<file path="src/rtl/aes_pkg.sv">
// Shared definitions for the AES request arbiter: block width, FSM state
// encodings and the watchdog counter width.
package aes_pkg;

    localparam int AES_BLK_W = 128;

    // Wide enough for any TIMEOUT up to 255.
    localparam int WD_W = 8;

    typedef enum logic [2:0] {
        ST_IDLE       = 3'd0,
        ST_GRANT      = 3'd1,
        ST_KX_START   = 3'd2,
        ST_KX_WAIT    = 3'd3,
        ST_CORE_START = 3'd4,
        ST_CORE_WAIT  = 3'd5,
        ST_RESP       = 3'd6
    } state_t;

endpackage

</file>
<file path="src/rtl/rr_arbiter.sv">
// Combinational round-robin picker: returns the first requester at or after
// ptr, searching modulo NUM_REQ. The pointer register lives in the parent.
module rr_arbiter #(
    parameter int NUM_REQ = 4,
    parameter int ID_W    = 2
) (
    input  logic [NUM_REQ-1:0] req,
    input  logic [ID_W-1:0]    ptr,
    output logic [NUM_REQ-1:0] grant,
    output logic [ID_W-1:0]    index
);

    localparam int IDX_W = $clog2(NUM_REQ);

    logic [ID_W:0]      sum;
    logic [IDX_W-1:0]   pos;
    logic               found;

    // Walk the requesters starting at ptr and keep the first hit.
    always_comb begin
        // NOTE: every output and temporary gets a default before the loop so
        // no path leaves a value unassigned, which would infer a latch.
        grant = '0;
        index = '0;
        found = 1'b0;
        sum   = '0;
        pos   = '0;
        for (int off = 0; off < NUM_REQ; off++) begin
            sum = {1'b0, ptr} + (ID_W+1)'(off);
            if (sum >= (ID_W+1)'(NUM_REQ)) begin
                sum = sum - (ID_W+1)'(NUM_REQ);
            end
            pos = sum[IDX_W-1:0];
            if (!found && req[pos]) begin
                grant[pos] = 1'b1;
                index      = ID_W'(pos);
                found      = 1'b1;
            end
        end
    end

endmodule

</file>
<file path="src/rtl/aes_req_arbiter.sv">
// Shares one AES-128 core and its key-expansion unit among NUM_REQ clients.
// Round-robin grant, single outstanding job, last expanded key cached so a
// repeat key skips expansion, watchdog on both external waits.
module aes_req_arbiter
    import aes_pkg::*;
#(
    parameter int NUM_REQ = 4,
    parameter int ID_W    = 2,
    parameter int TIMEOUT = 64
) (
    input  logic                           clk,
    input  logic                           reset,
    input  logic [NUM_REQ-1:0]             req_valid,
    output logic [NUM_REQ-1:0]             req_ready,
    input  logic [AES_BLK_W*NUM_REQ-1:0]   req_data,
    input  logic [AES_BLK_W*NUM_REQ-1:0]   req_key,
    output logic                           resp_valid,
    input  logic                           resp_ready,
    output logic [ID_W-1:0]                resp_id,
    output logic [AES_BLK_W-1:0]           resp_data,
    output logic                           resp_err,
    output logic                           kx_start,
    output logic [AES_BLK_W-1:0]           kx_key,
    input  logic                           kx_done,
    output logic                           core_start,
    output logic [AES_BLK_W-1:0]           core_data_in,
    output logic                           core_kx_done,
    input  logic                           core_done,
    input  logic [AES_BLK_W-1:0]           core_data_out,
    input  logic                           flush
);

    localparam int IDX_W = $clog2(NUM_REQ);

    state_t                 state;
    logic [ID_W-1:0]        rr_ptr;
    logic [ID_W-1:0]        job_id;
    logic [AES_BLK_W-1:0]   job_data;
    logic [AES_BLK_W-1:0]   job_key;
    logic [AES_BLK_W-1:0]   cache_key;
    logic                   cache_valid;
    logic                   flush_pending;
    logic [WD_W-1:0]        wd;

    logic [NUM_REQ-1:0]     arb_grant;
    logic [ID_W-1:0]        arb_index;
    logic [IDX_W-1:0]       job_sel;
    logic [ID_W-1:0]        next_ptr;
    logic                   wd_expired;

    logic [AES_BLK_W-1:0]   slot_data [NUM_REQ];
    logic [AES_BLK_W-1:0]   slot_key  [NUM_REQ];

    for (genvar g = 0; g < NUM_REQ; g++) begin : g_slot
        assign slot_data[g] = req_data[AES_BLK_W*g +: AES_BLK_W];
        assign slot_key[g]  = req_key[AES_BLK_W*g +: AES_BLK_W];
    end

    rr_arbiter #(
        .NUM_REQ (NUM_REQ),
        .ID_W    (ID_W)
    ) u_rr (
        .req   (req_valid),
        .ptr   (rr_ptr),
        .grant (arb_grant),
        .index (arb_index)
    );

    assign job_sel    = job_id[IDX_W-1:0];
    assign next_ptr   = (job_id == ID_W'(NUM_REQ-1)) ? '0 : job_id + ID_W'(1);
    // The waiting state gets exactly TIMEOUT cycles before giving up.
    assign wd_expired = (wd == WD_W'(TIMEOUT-1));

    // Job operands are held in job registers, so both stay constant per job.
    assign kx_key       = job_key;
    assign core_data_in = job_data;
    assign core_kx_done = cache_valid &&
                          (state == ST_CORE_START || state == ST_CORE_WAIT);

    // Job sequencer: grant, optional key expansion, core run, response hold.
    always_ff @(posedge clk or posedge reset) begin
        if (reset) begin
            state         <= ST_IDLE;
            rr_ptr        <= '0;
            job_id        <= '0;
            job_data      <= '0;
            job_key       <= '0;
            cache_key     <= '0;
            cache_valid   <= 1'b0;
            flush_pending <= 1'b0;
            wd            <= '0;
            req_ready     <= '0;
            resp_valid    <= 1'b0;
            resp_id       <= '0;
            resp_data     <= '0;
            resp_err      <= 1'b0;
            kx_start      <= 1'b0;
            core_start    <= 1'b0;
        end else begin
            // NOTE: state registers use non-blocking assignments only, so
            // every read in this block sees the value from before the edge.
            req_ready  <= '0;
            kx_start   <= 1'b0;
            core_start <= 1'b0;

            // A flush seen mid-job is remembered and applied in IDLE.
            if (flush && state != ST_IDLE) begin
                flush_pending <= 1'b1;
            end

            case (state)
                ST_IDLE: begin
                    if (flush || flush_pending) begin
                        cache_valid   <= 1'b0;
                        flush_pending <= 1'b0;
                    end else if (|req_valid) begin
                        req_ready <= arb_grant;
                        job_id    <= arb_index;
                        state     <= ST_GRANT;
                    end
                end

                ST_GRANT: begin
                    job_data <= slot_data[job_sel];
                    job_key  <= slot_key[job_sel];
                    rr_ptr   <= next_ptr;
                    if (cache_valid && slot_key[job_sel] == cache_key) begin
                        core_start <= 1'b1;
                        state      <= ST_CORE_START;
                    end else begin
                        kx_start <= 1'b1;
                        state    <= ST_KX_START;
                    end
                end

                ST_KX_START: begin
                    cache_valid <= 1'b0;
                    wd          <= '0;
                    state       <= ST_KX_WAIT;
                end

                ST_KX_WAIT: begin
                    if (kx_done) begin
                        cache_key   <= job_key;
                        cache_valid <= 1'b1;
                        core_start  <= 1'b1;
                        state       <= ST_CORE_START;
                    end else if (wd_expired) begin
                        resp_valid  <= 1'b1;
                        resp_id     <= job_id;
                        resp_data   <= '0;
                        resp_err    <= 1'b1;
                        cache_valid <= 1'b0;
                        state       <= ST_RESP;
                    end else begin
                        wd <= wd + WD_W'(1);
                    end
                end

                ST_CORE_START: begin
                    wd    <= '0;
                    state <= ST_CORE_WAIT;
                end

                ST_CORE_WAIT: begin
                    // A completion in the last allowed cycle still counts.
                    if (core_done) begin
                        resp_valid <= 1'b1;
                        resp_id    <= job_id;
                        resp_data  <= core_data_out;
                        resp_err   <= 1'b0;
                        state      <= ST_RESP;
                    end else if (wd_expired) begin
                        resp_valid  <= 1'b1;
                        resp_id     <= job_id;
                        resp_data   <= '0;
                        resp_err    <= 1'b1;
                        cache_valid <= 1'b0;
                        state       <= ST_RESP;
                    end else begin
                        wd <= wd + WD_W'(1);
                    end
                end

                ST_RESP: begin
                    if (resp_ready) begin
                        resp_valid <= 1'b0;
                        state      <= ST_IDLE;
                    end
                end

                default: begin
                    state <= ST_IDLE;
                end
            endcase
        end
    end

endmodule

</file>
<file path="config.mk">
export PLATFORM = sky130hd
export DESIGN_NAME = aes_req_arbiter
export DESIGN_NICKNAME = d
export VERILOG_FILES = /design/src/rtl/aes_pkg.sv /design/src/rtl/rr_arbiter.sv /design/src/rtl/aes_req_arbiter.sv
export SDC_FILE = /design/constraint.sdc
export NUM_CORES = 1
export LEC_CHECK = 0
export CAP_MARGIN = 20
export CORE_AREA = 3 3 610 612
export CTS_BUF_LIST = sky130_fd_sc_hd__clkbuf_4 sky130_fd_sc_hd__clkbuf_8
export DETAILED_ROUTE_END_ITERATION = 6
export DIE_AREA = 0 0 613 615
export GPL_TIMING_DRIVEN = 0
export PLACE_DENSITY = 0.3
export SLEW_MARGIN = 20
export SYNTH_ARGS = -nofsm -noshare
export SYNTH_HDL_FRONTEND = slang
export SYNTH_SLANG_ARGS = --single-unit
</file>
<file path="constraint.sdc">
create_clock -name clk -period 16.65 [get_ports clk]
set_input_delay 1.665 -clock clk [delete_from_list [all_inputs] [get_ports clk]]
set_output_delay 1.665 -clock clk [all_outputs]
set_load 0.005 [all_outputs]
</file>
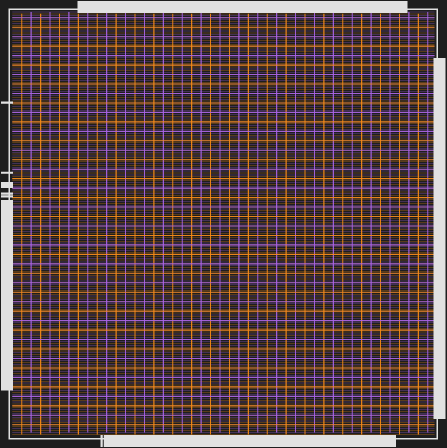
Run 1: power grid
Pins as bars on the die edge.
Orange marks VSS. Purple marks VDD.
44 straps on met5. 1557 signal pins sit on the boundary. 224 met1 rails follow the rows. The core has 223 rows. 44 straps on met4.
placeable core region: 368000 um2
horizontal die dimension: 613 um
Die Y: 615 um
worst vdd ir: 0.00006842 V

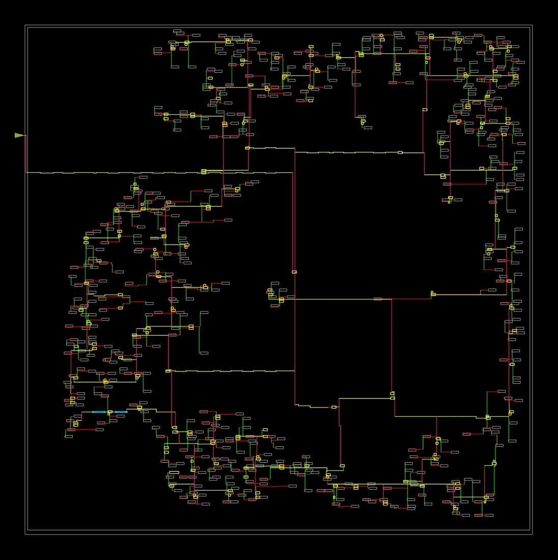
Run 1: clock routing
Clk. pwr: 1.75 mW
number of buffers added by the clock tree synthesis step: 125
later-pin clock latency in the skew report: 1.00 ns
largest clock skew in the final design: 0.1143 ns
number of clock buffers in the layout: 201

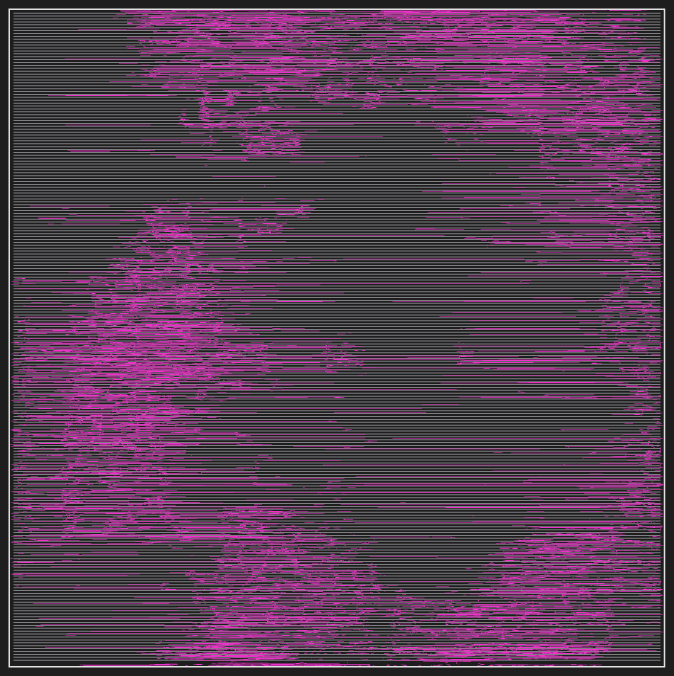
Run 1: M1 wires
Supply wires on this layer in gray.
The longest straight run is 322 um. 5297 nets have wire on it. The layer holds 36% of the routed length.
aggregate routed wire length: 371.7 mm
GR met1 Demand/Resource: 20.21%
via count: 33018

==> results.cfg, run 1 <==
; physical design summary
[layout]
comb_area_share_pct = 26.89
area_dominant_class = non-clock buffers
layout.cell_area.non_filler_um2 = 54630
postLayoutCoreUtil_pct = 14.84
finish.net_count = 5716
num_antenna_cells = 78
nonClkBufAreaFrac_pct = 31.91
layout.comb_gates.multi_input = 2056
area.share.sequential_pct = 24.69
layout.non_clock_inverters = 30
area_growth_pct = 87.29

[yosys]
top_cells_by_count = nand2_1 (1064), dfrtp_1 (539), mux4_2 (215)
yosys_register_bits = 539
asyncSetResetFlopFracSynth_pct = 100.0
synth.yosys.warnings = 0
synthesis.area_per_instance_um2 = 10.33
synth-main-ff-cell = dfrtp_1
syn_area_um2 = 29170
ys_cells = 2825
postSynthNetCount = 3995
yosysChipArea_um2 = 29170
synth_top_area_share_pct = 46.24
netlist_top_cells_area = dfrtp_1 (46%), mux4_2 (17%), nand2_1 (14%), a22o_1 (4.0%), mux2i_1 (3.1%)
synth-edff-count = 0
post_synth_num_cell_types = 74
postSynthCellCount = 2825

[route]
post_drt_wl_per_cell_um = 38.91
drt_iter0_drc = 2370
drt_pass1_iterations = 5
remaining_drc_errors = 0

[clock_tree]
maximum_count_of_clock_buffers_along_a_single_path = 4
ctsHoldBuffers = 0
ctsHtreeMaxLevel = 3
tritoncts = done
cts.repair.resized = 0
cts.clk_slew.worst_paths_ns = 0.07
cts.sink_count = 539

[critical_path]
worstPathRequired_ns = 17.40
critical_path.startpoint = job_id[1]
timing.critical_path.max_delay_family = buffers and inverters
cp_cell_sequence = buf_4 > buf_6 > buf_4 > buf_2 > mux2i_1 > o221ai_1 > o31a_1 > nor4_1 > nand3_1 > nor4_4 > a21oi_2 > nand3b_1
crit-reg2reg-capture = state[1]
critical_path_class = register to register
cp-end-kind = register
cp_max_fo = 11
worst_ep_arrival_time_ns = 6.72
setup.reg_to_reg.worst_slack_ns = 10.68

[grt]
grt_remaining_overflow = 0
grt_antenna_before_repair = 268
grt_pass1_wl_mm = 448.9
grt_start_max_net_pins = 30
grtUsageTotal_pct = 19.04

[place]
place_hpwl_mm = 323.9
gpl.final_weighted_congestion = 0.9222
place_worst_setup_slack_ns = 10.21

[final_timing]
setup_viol = 0
setup_total_negative_slack_ns = 0
hold_slack_ns = 0.4650
timing.final.ws_setup_ns = 10.68
hold_viol_final = 0
rsz0062_at_grt = false
finalCriticalPeriod_ns = 5.973
layout_worst_path_cycle_share_pct = 35.88
maxSlewHeadroom_pct = 12.66
timing_worst_slew_pin_value_ns = 1.274

[power]
power.net_switching_mw = 4.797
p_comb_mw = 5.80
p_leak_nw = 21.72
cellInternalPower_mw = 5.221
power.density_nw_per_um2 = 183.4
pwr.group.sequential_mw = 2.47
power.group.top = combinational logic
comb_pwr_share_pct = 57.9

[die]
floorplanUtilization_pct = 7.926
fp-row-count = 223
fp.dieArea_um2 = 377000

[worst_hold_path]
hold-path-endpoint = cache_key[41]

[run_status]
outcome = completed
[run 1: per-stage QoR]
stage	cells	power, mW
final	9551	10.02
after global routing	9511	10.54
after CTS	9473	10.31
after detailed placement	9256	8.465
after global placement	9216	8.361
after floorplan	2825	4.513
[run 1: kinds of logic (layout without fill, tap and decap cells)]
kind of cell    after synthesis  after routing  synth area share [%]
simple gates               1273           1273                 17.42
flops                       539            539                 46.24
compound gates              355            355                 9.055
mux                         336            336                 20.88
buf+inv                     230           2041                 3.534
xor+xnor                     84             84                 2.522
fa+ha+maj                     8              8                0.3432
other cells                   0             78                     0
[run 1: layout by cell type (no fill, tap or decap), types with 9 or more instances in the layout]
master / synthesis / final
nor2b_1: 13 / 13
nor3_1: 17 / 16
inv_1: 29 / 28
clkbuf_4: 0 / 40
buf_12: 1 / 22
clkdlybuf4s50_1: 0 / 1554
diode_2: 0 / 78
mux2i_1: 91 / 86
xnor2_1: 64 / 63
o21ai_0: 87 / 87
o22ai_1: 12 / 12
mux2_2: 27 / 27
clkbuf_8: 0 / 161
xor2_1: 20 / 20
a22oi_1: 14 / 14
buf_2: 31 / 34
a22o_1: 132 / 132
dfrtp_1: 539 / 539
buf_4: 18 / 19
mux4_2: 215 / 215
buf_1: 12 / 9
clkbuf_1: 133 / 94
clkbuf_2: 0 / 39
nor2_1: 91 / 91
clkinv_2: 0 / 10
nand4_1: 18 / 18
a21oi_1: 29 / 29
a221oi_1: 9 / 9
nand3_1: 19 / 19
buf_16: 0 / 17
nand2_1: 1064 / 1064
[run 1: per-layer routing]
metal  wire [um]  up-vias  GRT usage (%)
met3       27020      676          5.330
met4       15130      100          6.760
met5         690        -              0
met2      196000     1829          35.46
li1            -    13523              -
met1      132800    16890          20.21
Run 1, sequential cells colored by netlist name:
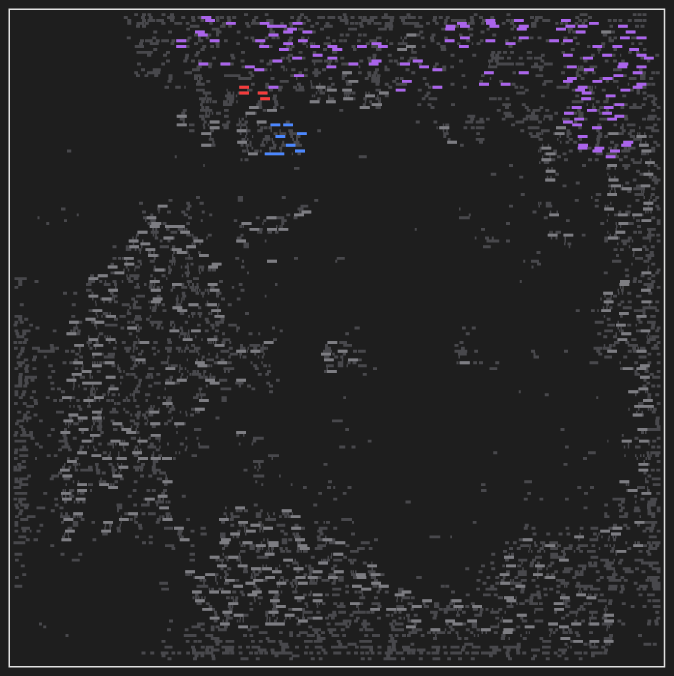

==> run 2, diff against run 1 <==
==> constraint.sdc (replaced) <==
create_clock -name clk -period 5.45 [get_ports clk]
set_input_delay 0.545 -clock clk [delete_from_list [all_inputs] [get_ports clk]]
set_output_delay 0.545 -clock clk [all_outputs]
set_load 0.005 [all_outputs]
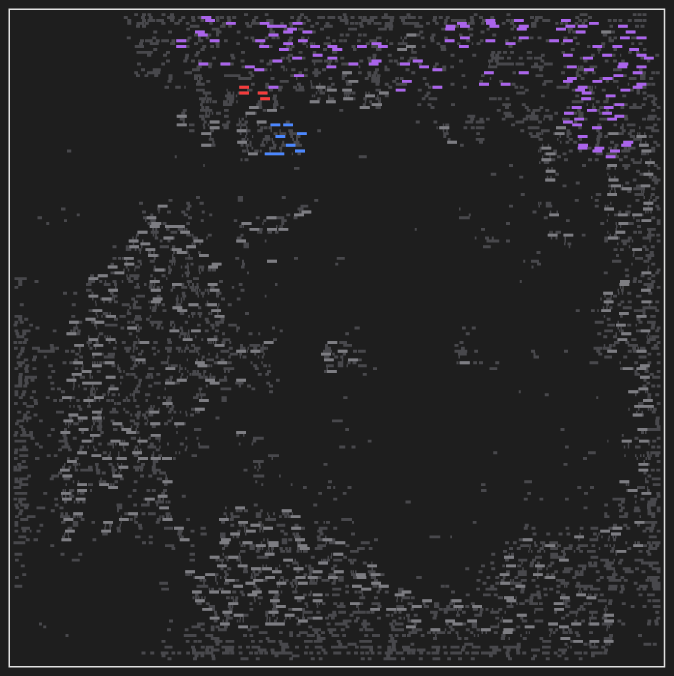
Run 2: sequential cells colored by netlist name
Red marks `req_ready`, flops 4. Blue marks `wd`, flops 8, where north. Purple marks `resp_data`, flops 128.
Another 399 sequential cells are not colored.
register share of the cell area: 24.65%
sequential cell area: 13490 um2

==> results.cfg, run 2 <==
; physical design summary
[run_status]
outcome = completed

[layout]
n_clock_buffer = 201
nonClkBufAreaFrac_pct = 31.97
lay_top_cells = clkdlybuf4s50_1 (1554), nand2_1 (1064), dfrtp_1 (539)
layout_top_cell = clkdlybuf4s50_1
num_antenna_cells = 74
postLayoutCoreUtil_pct = 14.87
finish.net_count = 5718

[route]
drt_pass1_iterations = 6
post_drt_wl_per_cell_um = 38.93
num_vias = 33145
routed_wl_mm = 371.7

[final_timing]
setup_viol = 0
hold_slack_ns = 0.2026
timing.final.ws_setup_ns = 0.2500
maxSlewHeadroom_pct = 20.72
largest_clock_skew_in_the_final_design_ns = 0.1146
hold_viol_final = 0
finalCriticalPeriod_ns = 5.200
setup_total_negative_slack_ns = 0
timing_worst_slew_pin_value_ns = 1.189

[yosys]
syn_area_um2 = 29170
postSynthCellCount = 2825
synth_top_area_share_pct = 46.24
yosys_register_bits = 539
ys_cells = 2825
synth-main-ff-cell = dfrtp_1
synth-edff-count = 0
top_cells_by_count = nand2_1 (1064), dfrtp_1 (539), mux4_2 (215)
post_synth_num_cell_types = 74
postSynthNetCount = 3995
yosysChipArea_um2 = 29170

[grt]
grt_antenna_before_repair = 265
grt_remaining_overflow = 0
grt_start_max_net_pins = 30
grtUsageTotal_pct = 19.02
grt_pass1_wl_mm = 448.5

[clock_tree]
cts.sink_count = 539
clock_latency_ns = 0.99
tritoncts = done
ctsHtreeMaxLevel = 3
maximum_count_of_clock_buffers_along_a_single_path = 4

[critical_path]
crit-reg2reg-capture = state[1]
setup.reg_to_reg.worst_slack_ns = 0.25
cp-end-kind = register
cp_cell_sequence = buf_6 > buf_8 > buf_6 > buf_2 > buf_2 > nor2_1 > a32oi_1 > o311ai_0 > nor4_1 > nand3_1 > nor4_4 > buf_4 > a21oi_2 > nand3b_1
worst_ep_arrival_time_ns = 5.95
critical_path_class = register to register

[power]
peakVddDrop_v = 0.0002001
power.density_nw_per_um2 = 560.1
p_total_mw = 30.65
p_leak_nw = 21.75

[die]
die-width_um = 613
die.size.y_um = 615
floorplanUtilization_pct = 7.926
fp-row-count = 223
fp.dieArea_um2 = 377000

[worst_hold_path]
hold-path-endpoint = resp_data[105]

[place]
gpl.final_weighted_congestion = 0.9222
place_worst_setup_slack_ns = -0.9892
number_of_placed_instances_taps_included = 9256
==> run 2: cell counts after synthesis <==
No cell type changed its count.
==> run 2: cells by family (layout without fill, tap and decap cells) <==
kind of cell | count (synthesis) | in the layout | share of synthesized area [%]
multiplexers | 336 | 336 | 20.88
AND/OR/NAND/NOR | 1273 | 1273 | 17.42
AND-OR/OR-AND | 355 | 355 | 9.055
buffers and inverters | 230 | 2043 | 3.534
adder cells (fa/ha/maj) | 8 | 8 | 0.3432
other | 0 | 74 | 0
XOR/XNOR | 84 | 84 | 2.522
flip-flops | 539 | 539 | 46.24
==> run 2: how the worst max path moves through the flow <==
stage / startpoint / to / slack (ns) / cells after the start
global route: job_id[0] / state[1] / 0.09 / 14
detailed placement: job_id[1] / state[1] / -0.99 / 12
floorplan: reset / cache_key[0] / -2.42 / 1
finish: job_id[0] / state[1] / 0.25 / 14
CTS: job_id[1] / state[1] / 0.04 / 12
global placement: reset / kx_key[34] / -8.59 / 2
==> run 2: worst max-delay path: cells and delay by family (launching register included) <==
kind | cells | cell delay, ns
buffers and inverters | 6 | 2.10
and+or+nand+nor | 5 | 1.58
AOI/OAI and AO/OA | 3 | 0.86
DFF | 1 | 0.37
==> run 2: power breakdown <==
part	switching, mW	total (mW)	leakage (nW)	internal, mW
logic	10.7	17.8	13.7	7.10
registers	1.61	7.54	6.66	5.94
clock network	2.40	5.35	1.42	2.94
==> run 2: metal layers <==
metal	GRT usage (%)	routed length (um)
met3	5.167	25560
met5	0	646
met2	35.58	197500
met4	6.342	13420
met1	20.31	134600
==> run 2: repair_timing <==
item,in CTS,in global routing
hold buffers,1,0
endpoints found under the hold margin,19,0
resized,23,0
endpoints found under the setup margin,44,0
buffers inserted,2,0
Run 2, M1 wires:
Supply wires on this layer in gray.
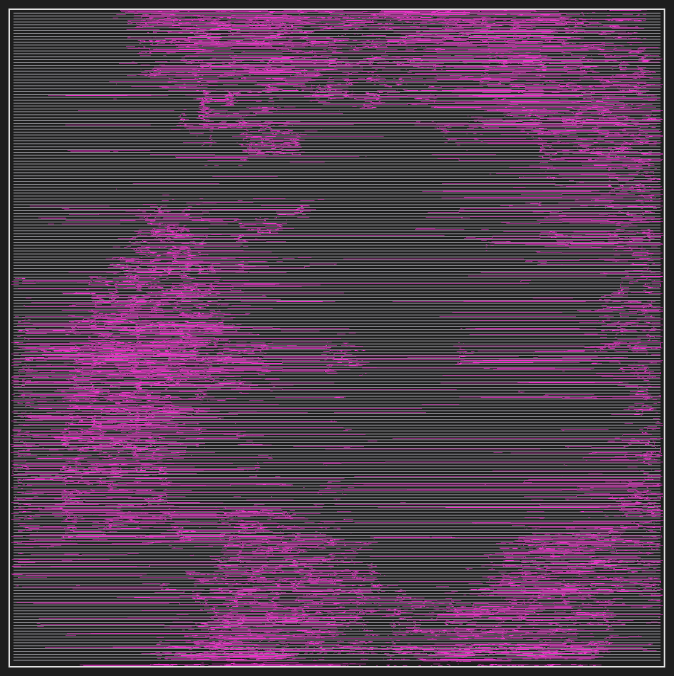

==> run 3, diff against run 2 <==
--- a/config.mk
+++ b/config.mk
@@ -11,7 +11,7 @@
 export DETAILED_ROUTE_END_ITERATION = 6
 export DIE_AREA = 0 0 613 615
 export GPL_TIMING_DRIVEN = 0
-export PLACE_DENSITY = 0.3
+export REMOVE_ABC_BUFFERS = 1
 export SLEW_MARGIN = 20
 export SYNTH_ARGS = -nofsm -noshare
 export SYNTH_HDL_FRONTEND = slang
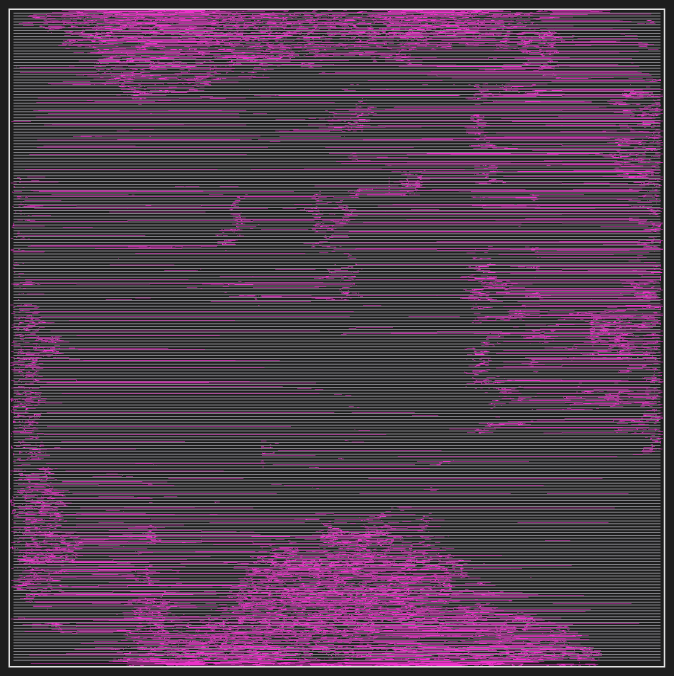
Run 3: M1 wires
Supply wires on this layer in gray.
The longest straight run is 321 um. The wires run mostly horizontal. The layer carries 119 mm of wire. The layer holds 35% of the routed length.
via count: 32416
aggregate routed wire length: 338.5 mm

==> results.cfg, run 3 <==
; physical design summary
[power]
power.share.sequential_pct = 25.7
comb_pwr_share_pct = 55.3
cellInternalPower_mw = 16.14
pwr.group.sequential_mw = 7.34
p_comb_mw = 15.8
peakVddDrop_v = 0.0002347
powerClk_mw = 5.42
power.net_switching_mw = 12.41
power.density_nw_per_um2 = 522.7
p_leak_nw = 21.55
power.group.top = combinational logic
p_total_mw = 28.54
switching_share_pct = 43.47
power.share.clock_pct = 19.0

[critical_path]
critical_path.startpoint = job_id[1]
worstPathBufferInverterCount = 6
crit-reg2reg-capture = state[1]
setup.reg_to_reg.worst_slack_ns = 0.25
worst-path-stages = 14
timing.critical_path.max_delay_family = buffers and inverters
cp_cell_sequence = buf_16 > buf_16 > buf_16 > buf_16 > buf_16 > mux2_2 > a32oi_1 > o311ai_1 > nor4_2 > nand3_2 > nor4_4 > buf_8 > a21oi_2 > nand3b_1
cp-end-kind = register
setup.worst_path.end = state[1]
critical_path_class = register to register

[route]
drt_iter0_drc = 2760
drt_pass1_iterations = 6
post_drt_wl_per_cell_um = 36.01

[yosys]
postSynthCellCount = 2825
postSynthSeqShare_pct = 46.24
top_cells_by_count = nand2_1 (1064), dfrtp_1 (539), mux4_2 (215)
synth.area.mux_share_pct = 20.88
yosysChipArea_um2 = 29170
syn_area_um2 = 29170
yosys.area_share.xor_xnor_pct = 2.522
yosys_register_bits = 539
post_synth_num_cell_types = 74
adder_cell_area_share_of_the_yosys_netlist_pct = 0.3432
dominant_comb_cell = multiplexers
synth-edff-count = 0
synth-main-ff-cell = dfrtp_1
synthSimpleGateAreaFrac_pct = 17.42
synth.cellmix.compoundShare_pct = 9.055
ys_cells = 2825
synthesis.area_per_instance_um2 = 10.33

[final_timing]
timing_worst_slew_pin_value_ns = 1.114
largest_clock_skew_in_the_final_design_ns = 0.07445
maxSlewHeadroom_pct = 25.08
finalCriticalPeriod_ns = 5.205
hold_slack_ns = 0.1685
hold_viol_final = 0
timing.final.ws_setup_ns = 0.2454

[grt]
grt_pass1_wl_mm = 405.8
grtUsageTotal_pct = 17.30
grt_start_max_net_pins = 88
grt_antenna_before_repair = 389
grt_remaining_overflow = 0

[place]
gpl.final_weighted_congestion = 1.011
place_worst_setup_slack_ns = -0.9715

[clock_tree]
ctsHtreeMaxLevel = 3
cts.sink_count = 539
tritoncts = done
clock_latency_ns = 0.99
maximum_count_of_clock_buffers_along_a_single_path = 4

[layout]
layout_top_cell = clkdlybuf4s50_1
finish.net_count = 5546
postLayoutCoreUtil_pct = 14.84
lay_top_cells = clkdlybuf4s50_1 (1556), nand2_1 (1063), dfrtp_1 (537)
proportion_of_layout_cells_with_a_drive_suffix_above_1_pct = 12.82

[run_status]
outcome = completed

[die]
die-width_um = 613
floorplanUtilization_pct = 7.926
fp-row-count = 223
die.size.y_um = 615

[flow_run]
stage_log_warnings = 31
## run 3: cell counts after synthesis
No cell type changed its count.
## run 3: cells by family after synthesis
kind of cell,Yosys count
and+or+nand+nor,1273
muxes,336
AOI/OAI and AO/OA,355
DFF,539
adders and majority gates,8
xor gates and xnor gates,84
buffers and inverters,230
## run 3: worst min path at each step
stage               cells after the start  slack [ns]              end               from
floorplan                               2        0.47   cache_key[107]     cache_key[107]
global placement                        2        0.46  core_data_in[5]    core_data_in[5]
detailed placement                      2        0.46  core_data_in[9]    core_data_in[9]
CTS                                     2        0.01    resp_data[19]  core_data_out[19]
global route                            2        0.08    resp_data[19]  core_data_out[19]
finish                                  2        0.17    resp_data[19]  core_data_out[19]
## run 3: final cells by class
type	count	area, um2
Antenna cell	93	232.7
Clock buffer	187	2367
Clock inverter	34	356.6
Fill cell	41268	313400
Inverter	30	125.1
Multi-Input combinational cell	2056	14830
Sequential cell	539	13500
Tap cell	4837	6052
Timing Repair Buffer	1624	17150
## run 3: what timing repair did
action | in CTS | in global routing
setup buffers | 4 | 3
hold buffers | 1 | 0
cloned | 0 | 1
pin swaps | 3 | 4
setup endpoints to repair | 4 | 3
hold endpoints to repair | 69 | 0
resized | 4 | 5
## run 3: per-layer routing
metal / track usage, % / wire length, um / up-vias / share of wire (%)
li1: - / - / 13175 / -
met1: 18.39 / 119300 / 15896 / 35
met2: 29.51 / 161000 / 2154 / 48
met3: 8.076 / 38190 / 943 / 11
met4: 6.642 / 18340 / 248 / 5.4
met5: 0 / 1635 / - / 0.48
## run 3: per-stage QoR
step           setup TNS [ns]  instances
6_report                    0       9400
2_1_floorplan        -7218.27       2625
5_1_grt                     0       9359
3_3_place_gp                -       9018
4_1_cts                     0       9303
3_5_place_dp           -3.591       9077
Power is estimated from default activity; no workload was simulated.
